Run 1, PDN straps and rails:
Pins as bars on the die edge.
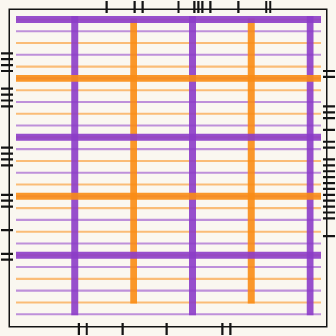
Run 1, placed cells, one colour a class:
Bar = 20 µm.
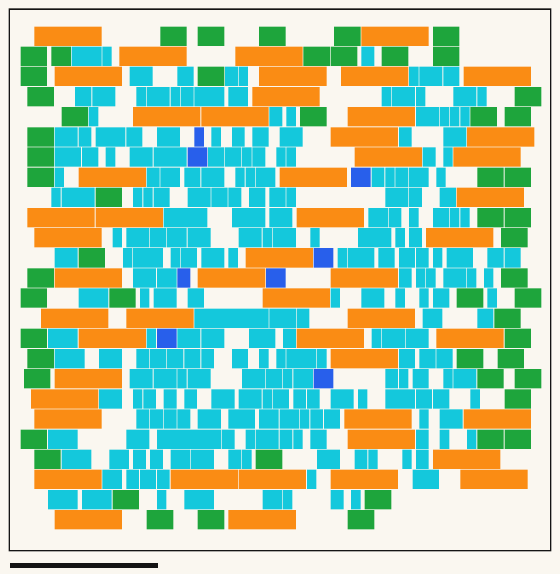
Run 1, clock distribution:
Bar = 20 µm.
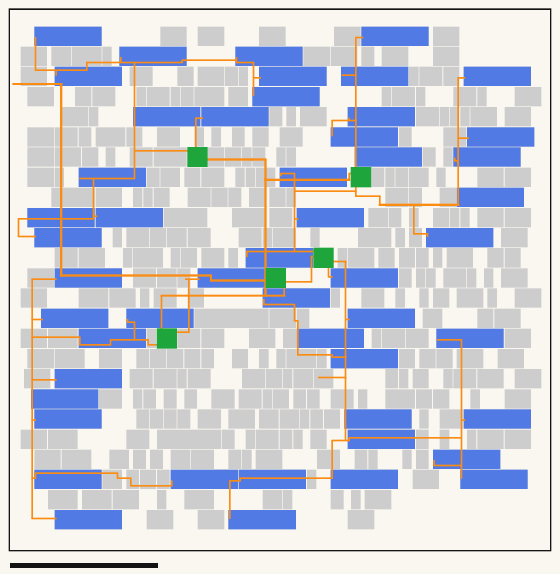
--- config.mk ---
export PLATFORM = sky130hd
export DESIGN_NAME = hamming74_corrector
export DESIGN_NICKNAME = d
export VERILOG_FILES = /design/src/rtl/hamming74_corrector.sv
export SDC_FILE = /design/constraint.sdc
export NUM_CORES = 1
export LEC_CHECK = 0
export CORE_MARGIN = 1
export CORE_UTILIZATION = 58
export CTS_BUF_LIST = sky130_fd_sc_hd__clkbuf_4
export DETAILED_ROUTE_END_ITERATION = 12
export GPL_ROUTABILITY_DRIVEN = 0
export PLACE_DENSITY = 0.87
export REMOVE_ABC_BUFFERS = 1
export SLEW_MARGIN = 20
export SYNTH_ARGS = -nofsm -noshare
export SYNTH_HDL_FRONTEND = slang
export SYNTH_SLANG_ARGS = --single-unit
export TNS_END_PERCENT = 20
--- constraint.sdc ---
create_clock -name clk -period 6.2 [get_ports clk]
set_clock_uncertainty 0.2 [all_clocks]
set_input_delay 1.24 -clock clk [delete_from_list [all_inputs] [get_ports clk]]
set_output_delay 1.24 -clock clk [all_outputs]
set_load 0.01 [all_outputs]
--- src/rtl/hamming74_corrector.sv ---
// hamming74_corrector
//   Receive-side Hamming(7,4) decoder/corrector for the flash-ADC data path.
//   Two register stages: S1 captures the codeword and parity selection, and S2
//   holds the syndrome, the corrected data and the error flag. Valid/ready
//   handshakes are used on both sides. The block also keeps saturating
//   counters of delivered words and erroneous words.
//
// Ports
//   clk, rst       single clock, asynchronous active-high reset
//   in_valid       codeword present on in_code
//   in_ready       block can accept a codeword this cycle
//   in_code        codeword [7:1], bit n = Hamming position n
//   parity_type    0 = even, 1 = odd; sampled together with in_code
//   out_valid      corrected result present
//   out_ready      downstream accepts the result
//   out_data       corrected data {pos7,pos6,pos5,pos3}
//   out_syndrome   {s4,s2,s1}; nonzero = position that was flipped
//   out_err        syndrome nonzero
//   clr_cnt        synchronous clear of both counters
//   word_cnt       words loaded into the output stage (saturating)
//   err_cnt        loaded words with a nonzero syndrome (saturating)
module hamming74_corrector #(
  parameter int CNT_W = 16
) (
  input  logic             clk,
  input  logic             rst,
  input  logic             in_valid,
  output logic             in_ready,
  input  logic [7:1]       in_code,
  input  logic             parity_type,
  output logic             out_valid,
  input  logic             out_ready,
  output logic [3:0]       out_data,
  output logic [2:0]       out_syndrome,
  output logic             out_err,
  input  logic             clr_cnt,
  output logic [CNT_W-1:0] word_cnt,
  output logic [CNT_W-1:0] err_cnt
);

  localparam logic [CNT_W-1:0] CNT_MAX = '1;
  localparam logic [CNT_W-1:0] CNT_ONE = {{(CNT_W-1){1'b0}}, 1'b1};

  logic       s1_valid;
  logic [7:1] s1_code;
  logic       s1_pt;
  logic       s2_adv;
  logic       in_xfer;
  logic [2:0] syn;
  logic [7:1] fixed;

  // Without a skid buffer, in_ready depends combinationally on out_ready.
  assign s2_adv   = s1_valid & (~out_valid | out_ready);
  assign in_ready = ~s1_valid | s2_adv;
  assign in_xfer  = in_valid & in_ready;

  // Folding parity_type into each check makes odd parity look like even parity.
  always_comb begin
    syn[0] = ^{s1_code[1], s1_code[3], s1_code[5], s1_code[7], s1_pt};
    syn[1] = ^{s1_code[2], s1_code[3], s1_code[6], s1_code[7], s1_pt};
    syn[2] = ^{s1_code[4], s1_code[5], s1_code[6], s1_code[7], s1_pt};
    fixed  = s1_code;
    for (int k = 1; k <= 7; k++) begin
      if (syn == 3'(k)) fixed[k] = ~s1_code[k];
    end
  end

  always_ff @(posedge clk or posedge rst) begin
    if (rst) begin
      s1_valid <= 1'b0;
      s1_code  <= '0;
      s1_pt    <= 1'b0;
    end else begin
      s1_valid <= in_xfer | (s1_valid & ~s2_adv);
      if (in_xfer) begin
        s1_code <= in_code;
        s1_pt   <= parity_type;
      end
    end
  end

  always_ff @(posedge clk or posedge rst) begin
    if (rst) begin
      out_valid    <= 1'b0;
      out_data     <= '0;
      out_syndrome <= '0;
      out_err      <= 1'b0;
    end else if (s2_adv) begin
      out_valid    <= 1'b1;
      out_data     <= {fixed[7], fixed[6], fixed[5], fixed[3]};
      out_syndrome <= syn;
      out_err      <= (syn != 3'd0);
    end else if (out_ready) begin
      out_valid    <= 1'b0;
    end
  end

  always_ff @(posedge clk or posedge rst) begin
    if (rst) begin
      word_cnt <= '0;
      err_cnt  <= '0;
    end else if (clr_cnt) begin
      word_cnt <= '0;
      err_cnt  <= '0;
    end else if (s2_adv) begin
      if (word_cnt != CNT_MAX) word_cnt <= word_cnt + CNT_ONE;
      if ((syn != 3'd0) && (err_cnt != CNT_MAX)) err_cnt <= err_cnt + CNT_ONE;
    end
  end

endmodule

==> flow_summary_export.csv, run 1 <==
group,metric,value,unit
outcome,status,"completed",
floorplanning,initCoreUtil,0.609,
clock_tree,clock_path_buffers,2,
power_and_ir_drop,p_seq,0.000399,W
power_and_ir_drop,p_int,0.000544,W
worst_hold_path,hp-class,"register to register",
floorplanning,tap_cells,67,
synthesis,ys_sh_xor,0.0923,
synthesis,ys_sh_adder,0.00858,
finish,fin_nets,374,
synthesis,ys_sh_simple,0.223,
synthesis,syn_area,2920,µm²
power_and_ir_drop,p_per_area,237,nW/µm²
global_route,met3_usage,0.0566,
placement,dp_slack,2.04,ns
setup_path,critPathCapture,"in_ready",
synthesis,synthMuxAreaShare,0.0605,
synthesis,ys.warnings.count,0,
setup_path,end_kind,"output pin",
sta,maxSlewViolCount,0,
setup_path,ff2ff_path_depth,6,
setup_path,cp.buffers_inverters,2,
detailed_routing,wire_per_inst,14.9,µm
sta,fin_ws,2.21,ns
setup_path,cp-start-kind,"input pin",
Back to the opening pictures, 'PDN straps and rails':
VDD: drawn in orange. VSS: drawn in purple.
5 straps on met5. 26 met1 rails follow the rows.
Die Width: 72.9 µm
core box area: 4790 µm²
worst ir drop on vdd: 177 µV
Vert. Die Dim: 72.9 µm

Back to the opening pictures, 'placed cells, one colour a class':
clock drivers and dummy loads: drawn in blue, cells 8. combinational and other logic: drawn in cyan, cells 247. other buffers and delay cells: drawn in green, cells 55. flops: drawn in orange, cells 50.
flop share of the area: 0.353
Rows: 25
fin area: 3540 µm²

Back to the opening pictures, 'clock distribution':
clock drivers: drawn in green, count 5. flip-flops: drawn in blue, count 50. clock wires: drawn in orange, length 563 µm.
There are 6 routed clock nets. Position of the flops: all over the die.
Clk pwr share: 0.174
clk pwr: 0.000146 W

==> run 2, diff against run 1 <==
--- a/config.mk
+++ b/config.mk
@@ -6,11 +6,11 @@
 export NUM_CORES = 1
 export LEC_CHECK = 0
 export CORE_MARGIN = 1
-export CORE_UTILIZATION = 58
+export CORE_UTILIZATION = 54
 export CTS_BUF_LIST = sky130_fd_sc_hd__clkbuf_4
 export DETAILED_ROUTE_END_ITERATION = 12
 export GPL_ROUTABILITY_DRIVEN = 0
-export PLACE_DENSITY = 0.87
+export PLACE_DENSITY = 0.81
 export REMOVE_ABC_BUFFERS = 1
 export SLEW_MARGIN = 20
 export SYNTH_ARGS = -nofsm -noshare
==> constraint.sdc (replaced) <==
create_clock -name clk -period 4.1 [get_ports clk]
set_clock_uncertainty 0.2 [all_clocks]
set_input_delay 0.82 -clock clk [delete_from_list [all_inputs] [get_ports clk]]
set_output_delay 0.82 -clock clk [all_outputs]
set_load 0.01 [all_outputs]
Run 2, clock distribution:
Bar = 20 µm.
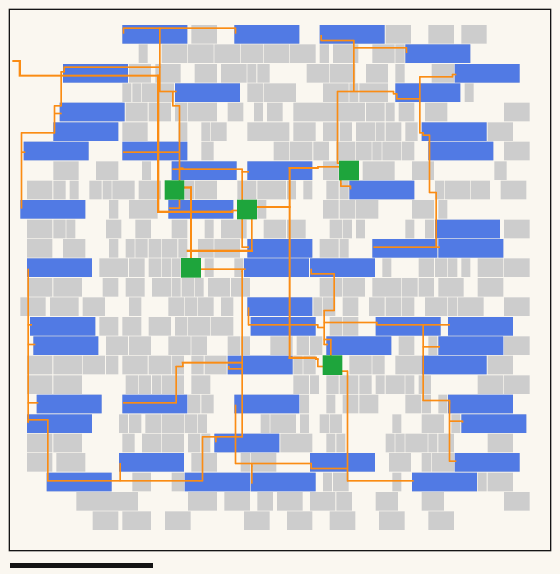
clock drivers: drawn in green, count 5. clock wires: drawn in orange, length 597 µm. flip-flops: drawn in blue, count 50.
There are 6 routed clock nets. Position of the flops: all over the die.

==> run 2 against run 1 <==
Effect of this change:
- clock power is 53% higher
- die size is 7.2% higher
- critical path depth stayed put
- synthesized area stayed put
- clock-buffer cell count is 1 lower
- first-iteration DRC count is 29% higher
- design area is 0.53% higher
- total power is 52% higher
- hold slack better by 0.014 ns
- non-clock buffer count is 2 higher
- cell count is 1.2% higher
- combinational power is 52% higher
- critical endpoint unchanged
- largest cell class unchanged
==> flow_summary_export.csv, run 2 <==
group,metric,value,unit
finish,inv_count,7,
sta,fin_ws,0.957,ns
finish,seq_share,0.351,
power_and_ir_drop,p_seq,0.000605,W
finish,area_growth,22.2,%
power_and_ir_drop,seqPwrFrac,0.474,
sta,whs,0.309,ns
floorplanning,dieHeight,75.5,µm
finish,fin_area,3560,µm²
setup_path,cp-start-kind,"input pin",
setup_path,cp.buffers_inverters,2,
setup_path,end_kind,"output pin",
floorplanning,tap_cells,70,
outcome,status,"completed",
floorplanning,die_w,75.5,µm
setup_path,critPathCapture,"in_ready",
placement,dp_slack,0.866,ns
clock_tree,clock_path_buffers,2,
synthesis,ys.warnings.count,0,
sta,maxSlewHeadroom,0.369,
sta,maxSlewViolCount,0,
global_route,met3_usage,0.0344,
power_and_ir_drop,ir_drop,302,µV
power_and_ir_drop,p_int,0.000821,W
synthesis,ys_sh_xor,0.0923,
worst_hold_path,hp-class,"register to register",
finish,fin_util,0.693,
setup_path,ff2ff_path_depth,6,
floorplanning,initCoreUtil,0.567,
power_and_ir_drop,leakage,1.40,nW
finish,fin_nets,376,
power_and_ir_drop,pwr-share-clk,0.174,
synthesis,ys.flops,50,
synthesis,syn_area,2920,µm²
floorplanning,fp-row-count,26,
power_and_ir_drop,p_per_area,358,nW/µm²
floorplanning,core,5140,µm²
Run 2, routed metal, one colour a layer:
Two of the layers only.
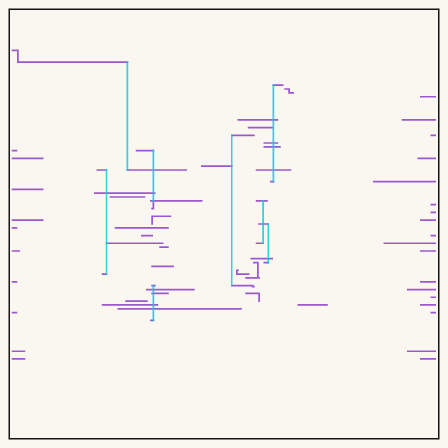
metal 4: drawn in cyan, wire length 110 µm. metal 3: drawn in purple, wire length 289 µm.
WL final: 6210 µm
Vias: 2544

No activity file was given, so power comes from the tool's default toggle rates.
